$ cat src/rtl/exp_ctrl_pkg.sv
// exp_ctrl_pkg: shared state encoding and default constants for the
// exponential-engine stream controller.
package exp_ctrl_pkg;

  localparam int unsigned FRAME_WORDS_DEF     = 4;
  localparam int unsigned SLICES_PER_WORD_DEF = 8;
  localparam int unsigned TIMEOUT_CYC_DEF     = 255;

  localparam int unsigned RESULT_W = 21;
  localparam int unsigned VO_W     = 16;
  localparam int unsigned UI_W     = 2;

  typedef enum logic [2:0] {
    IDLE,
    FETCH,
    LOAD,
    START,
    WAIT,
    WRITE,
    SHIFT,
    DONE
  } state_e;

endpackage

$ cat src/rtl/exp_ctrl_watchdog.sv
// exp_ctrl_watchdog: counts cycles while the engine run window is open
// (START plus WAIT) and flags expiry TIMEOUT_CYC cycles after engStart.
module exp_ctrl_watchdog
  import exp_ctrl_pkg::*;
#(
  parameter int unsigned TIMEOUT_CYC = TIMEOUT_CYC_DEF
) (
  input  logic clk,
  input  logic rst,
  input  logic run,
  output logic expired
);

  localparam int unsigned CW = $clog2(TIMEOUT_CYC + 1);
  localparam logic [CW-1:0] LIMIT = CW'(TIMEOUT_CYC - 1);

  logic [CW-1:0] cnt_q;

  // Cycle counter: cleared outside the run window, frozen once expired.
  always_ff @(posedge clk or negedge rst) begin
    if (!rst) begin
      cnt_q <= '0;
    end else if (!run) begin
      cnt_q <= '0;
    end else if (!expired) begin
      cnt_q <= cnt_q + 1'b1;
    end
  end

  assign expired = run && (cnt_q >= LIMIT);

endmodule

$ cat src/rtl/exp_stream_controller.sv
// exp_stream_controller: sequences FIFO pops, engine runs and result pushes
// for the exponential-engine datapath, one frame of FRAME_WORDS words per start.
// Optional engine watchdog: define EXP_CTRL_WATCHDOG_EN.
module exp_stream_controller
  import exp_ctrl_pkg::*;
#(
  parameter int unsigned FRAME_WORDS     = FRAME_WORDS_DEF,
  parameter int unsigned SLICES_PER_WORD = SLICES_PER_WORD_DEF,
  parameter int unsigned TIMEOUT_CYC     = TIMEOUT_CYC_DEF,
  localparam int unsigned WCW            = $clog2(FRAME_WORDS + 1)
) (
  input  logic           clk,
  input  logic           rst,
  input  logic           start,
  input  logic           in_empty,
  output logic           in_rd,
  input  logic           out_full,
  output logic           out_wr,
  output logic           Ldx,
  output logic           Ldu,
  output logic           shiftL,
  output logic           engStart,
  input  logic           engDone,
  output logic           busy,
  output logic           done,
  output logic [WCW-1:0] word_cnt,
  output logic           err
);

  localparam int unsigned SCW = (SLICES_PER_WORD > 1) ? $clog2(SLICES_PER_WORD) : 1;
  localparam logic [SCW-1:0] SLICE_LAST = SCW'(SLICES_PER_WORD - 1);
  localparam logic [WCW-1:0] WORD_LAST  = WCW'(FRAME_WORDS - 1);

  if (FRAME_WORDS == 0 || SLICES_PER_WORD == 0 || TIMEOUT_CYC == 0) begin : g_bad_params
    $error("exp_stream_controller: FRAME_WORDS, SLICES_PER_WORD and TIMEOUT_CYC must be >= 1");
  end

  state_e           state_q;
  logic [WCW-1:0]   word_q;
  logic [SCW-1:0]   slice_q;
  logic             wd_expired;

`ifdef EXP_CTRL_WATCHDOG_EN
  logic err_q;

  exp_ctrl_watchdog #(
    .TIMEOUT_CYC(TIMEOUT_CYC)
  ) u_watchdog (
    .clk    (clk),
    .rst    (rst),
    .run    ((state_q == START) || (state_q == WAIT)),
    .expired(wd_expired)
  );

  assign err = err_q;
`else
  assign wd_expired = 1'b0;
  assign err        = 1'b0;
`endif

  // Frame sequencer: state, slice/word counters and sticky watchdog error.
  always_ff @(posedge clk or negedge rst) begin
    if (!rst) begin
      state_q <= IDLE;
      word_q  <= '0;
      slice_q <= '0;
`ifdef EXP_CTRL_WATCHDOG_EN
      err_q   <= 1'b0;
`endif
    end else begin
      unique case (state_q)
        IDLE: begin
          if (start) begin
            state_q <= FETCH;
            word_q  <= '0;
            slice_q <= '0;
          end
        end
        FETCH: if (!in_empty) state_q <= LOAD;
        LOAD:  state_q <= START;
        START: state_q <= WAIT;
        WAIT: begin
          if (engDone) begin
            state_q <= WRITE;
          end else if (wd_expired) begin
            state_q <= DONE;
`ifdef EXP_CTRL_WATCHDOG_EN
            err_q   <= 1'b1;
`endif
          end
        end
        WRITE: begin
          if (!out_full) begin
            if (slice_q == SLICE_LAST) begin
              slice_q <= '0;
              word_q  <= word_q + 1'b1;
              state_q <= (word_q == WORD_LAST) ? DONE : FETCH;
            end else begin
              slice_q <= slice_q + 1'b1;
              state_q <= SHIFT;
            end
          end
        end
        SHIFT: state_q <= START;
        DONE:  state_q <= IDLE;
        default: state_q <= IDLE;
      endcase
    end
  end

  // Moore output decode; the push alone is qualified by downstream space.
  always_comb begin
    in_rd    = 1'b0;
    Ldx      = 1'b0;
    Ldu      = 1'b0;
    engStart = 1'b0;
    out_wr   = 1'b0;
    shiftL   = 1'b0;
    done     = 1'b0;
    unique case (state_q)
      LOAD: begin
        in_rd = 1'b1;
        Ldx   = 1'b1;
        Ldu   = 1'b1;
      end
      START:   engStart = 1'b1;
      WRITE:   out_wr   = !out_full;
      SHIFT:   shiftL   = 1'b1;
      DONE:    done     = 1'b1;
      default: ;
    endcase
    busy = (state_q != IDLE) && (state_q != DONE);
  end

  assign word_cnt = word_q;

endmodule
$ cat config.mk
export PLATFORM = sky130hd
export DESIGN_NAME = exp_stream_controller
export DESIGN_NICKNAME = d
export VERILOG_FILES = /design/src/rtl/exp_ctrl_pkg.sv /design/src/rtl/exp_ctrl_watchdog.sv /design/src/rtl/exp_stream_controller.sv
export SDC_FILE = /design/constraint.sdc
export NUM_CORES = 1
export LEC_CHECK = 0
export ABC_AREA = 1
export CORE_MARGIN = 10
export CORE_UTILIZATION = 30
export DETAILED_ROUTE_END_ITERATION = 10
export GPL_ROUTABILITY_DRIVEN = 1
export SETUP_SLACK_MARGIN = 0.2
export SYNTH_ARGS = -nofsm -noshare
export SYNTH_HDL_FRONTEND = slang
export SYNTH_SLANG_ARGS = --single-unit
$ cat constraint.sdc
create_clock -name clk -period 1.87 [get_ports clk]
set_input_delay 0.374 -clock clk [delete_from_list [all_inputs] [get_ports clk]]
set_output_delay 0.374 -clock clk [all_outputs]
set_load 0.05 [all_outputs]
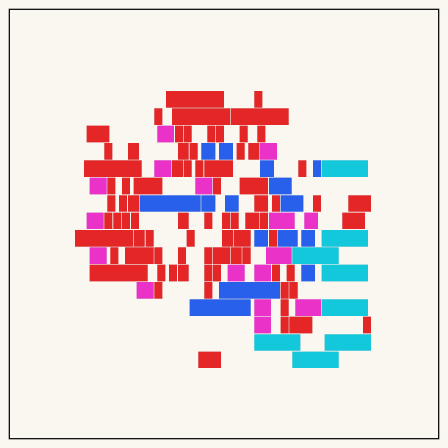
drive_strength.png
| color | size | cells | share | most used |
|---|---|---|---|---|
| magenta | drive 3 to 4 | 16 | 14% | buf_4 |
| cyan | drive 6 and up | 8 | 6.8% | buf_12 |
| red | drive 1 or less | 79 | 67% | nand2_1 |
| blue | drive 2 | 15 | 13% | nand2_2 |
Layout area overhead: 50.94%
setup ws final: 0.2394 ns
Plain + repair buffers: 22
final instance area: 1001 um2

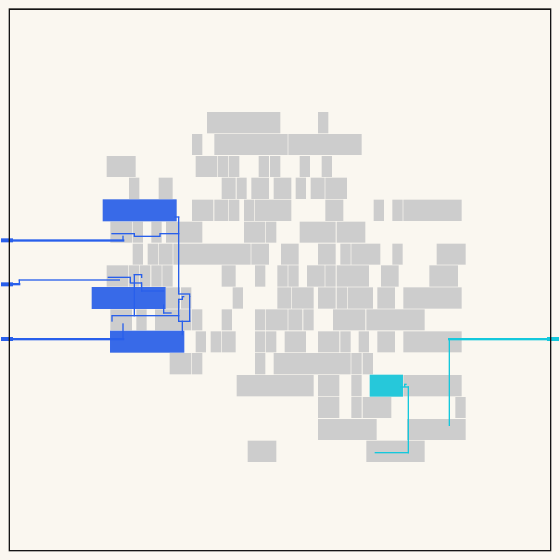
port_nets.png
| color | port | bits | direction | edge | end cells | buffers | wire |
|---|---|---|---|---|---|---|---|
| cyan | `in_rd` | 1 | output | east | 1 | 1 | 36.5 um |
| blue | `word_cnt` | 3 | output | west | 3 | 3 | 99.5 um |
I/O pin total: 18
port bufs: 16

==> impl_metrics.json <==
{
  "pwr_density_cell_nw_per_um2": 1664,
  "timing.rr.start": "slice_q[0]",
  "ff_type": "dfrtp_1",
  "fmax_ghz": 0.6133,
  "wl_per_cell_um": 11.09,
  "layout.nets": 129,
  "worst-path-stages": 4,
  "first_pass_iters": 2,
  "ys_warn_count": 0,
  "setup_viol": 0,
  "ys_area_um2": 663.1,
  "routed-wl-met3_um": 166,
  "first_global_vias": 635,
  "ys_seq_elements": 9,
  "ys_seq_share_pct": 33.96,
  "finalCritPeriodShare_pct": 87.20,
  "grt_overflow": 0,
  "top_cell_area_share_pct": 33.96,
  "max-clock-path-buffers": 2,
  "antenna_found_initial": 0,
  "gp_congestion": 0.7784,
  "vdd.ir_drop.worst_mv": 0.7640,
  "met1Wirelength_um": 723,
  "grt_pass1_wl_um": 2684,
  "skew_ns": 0.004793,
  "power_mw": 1.665,
  "drc": 0,
  "num_vias": 658,
  "initialDrtViolationCount": 9,
  "htreeDepth": 1,
  "cp-endpoint": "busy",
  "rsz0062_at_grt": "yes",
  "cp_data_arrival_time_ns": 1.26,
  "die-area_um2": 4491,
  "syn_area_per_cell_um2": 6.908,
  "slew_viol_final": 0,
  "slowest_stage": "dfrtp_2",
  "status": "finished clean",
  "holdCritPathClass": "in -> async",
  "final_cell_mix": "nand2_1 (27), nor2_1 (11), inv_1 (10)",
  "cts_sinks": 9,
  "synth_area_um2": 663.1,
  "hold_buffers": 0,
  "dpl_cell_area_um2": 915.9,
  "reg2regPathDepth": 6,
  "rows": 16,
  "highest_layer": "met4",
  "edf_count": 0,
  "yosysTopAreaCell": "dfrtp_1",
  "period_minus_slack_ns": 1.631,
  "antenna_cells": 0,
  "fp_util_pct": 32.80,
  "startpoint_type": "register",
  "cts_buffers": 3,
  "topCellsByArea": "dfrtp_1 (34%), nand2_1 (15%), nor2_1 (8.5%)",
  "coreArea_um2": 2022,
  "critPathTopFamily": "flip-flops",
  "clk_pin_slew_ns": 0.06,
  "final_layout_top_logic_cell": "nand2_1",
  "drive_above_1_share_pct": 33.05,
  "hold_viol": 0,
  "criticalPathCategory": "reg -> out",
  "gr-usage-all-layers_pct": 7.493,
  "yosysUniqueCellTypes": 20,
  "warnings": 29,
  "synthArstFlopShare_pct": 100.0,
  "startpoint": "state_q[1]",
  "dp_hpwl_um": 1282,
  "wl_met2_um": 698,
  "critical_path_required_ns": 1.50,
  "worstSetupEndpointType": "output port",
  "cp_cell_sequence": "nand2_1, nor2_2, a21oi_2, buf_12",
  "reg2reg_to": "slice_q[0]",
  "wirelength_um": 1608,
  "syn_inst": 96,
  "crit_path_max_fanout": 6,
  "worst-path-buf-inv": 1,
  "cts_tree": "built",
  "cp_slowest_stage_delay_ns": 0.46,
  "synth_stat.cells": 96,
  "grt_max_degree": 10,
  "clk_latency_ns": 0.26,
  "cts-root-buf": "clkbuf_4",
  "die.size.y_um": 67.02,
  "fin_setup_tns_ns": 0
}
[synth_stat cells, types with 2 or more instances]
cell,n
a21oi_1,2
buf_4,4
dfrtp_1,9
ha_1,4
inv_1,11
nand2_1,27
nand2_2,4
nand3_1,7
nand3_2,2
nand4_1,2
nor2_1,15
[power by group]
| group | internal, mW | switching, mW |
|---|---|---|
| registers | 0.254 | 0.0734 |
| clock network | 0.0823 | 0.0689 |
| logic | 0.489 | 0.697 |
| total | 0.826 | 0.839 |
[what timing repair did]
action / 4_1_cts / 5_1_grt
endpoints found under the hold margin: 0 / 0
setup buffers: 2 / 4
resized: 3 / 4
pin swaps: 1 / 3
endpoints found under the setup margin: 8 / 6
[sequential cells by signal (all words and copies together), names as in the netlist]
register,flops
slice_q,3
state_q,3
word_cnt,3
[area by class of cell]
class,instances,area [um2]
fillers,199,1021
multi-input cells,71,386.6
repair buffers,22,277.8
flip-flops and latches,9,229.0
inverters,12,47.55
well taps,27,33.78
clock buffers,4,26.28
[through the flow]
step,hold slack (ns),instances,util [%]
2_1_floorplan,0.07841,96,-
3_3_place_gp,0.4635,135,45.30
3_5_place_dp,0.4811,135,45.30
4_1_cts,0.4232,141,47.52
5_1_grt,0.4258,145,49.50
6_report,0.4103,145,49.50
[logic make-up after synthesis]
group	count (synthesis)	share of synthesized area, %
AND-OR/OR-AND	4	3.396
other	1	0.5655
buffers and inverters	16	11.32
flip-flops	9	33.96
AND/OR/NAND/NOR	62	43.21
adder cells (fa/ha/maj)	4	7.547
[per-layer routing]
metal | up-vias | track usage, %
li1 | 341 | -
met1 | 295 | 8.365
met2 | 19 | 11.73
met3 | 3 | 3.846
met4 | 0 | 3.077
met5 | - | 0
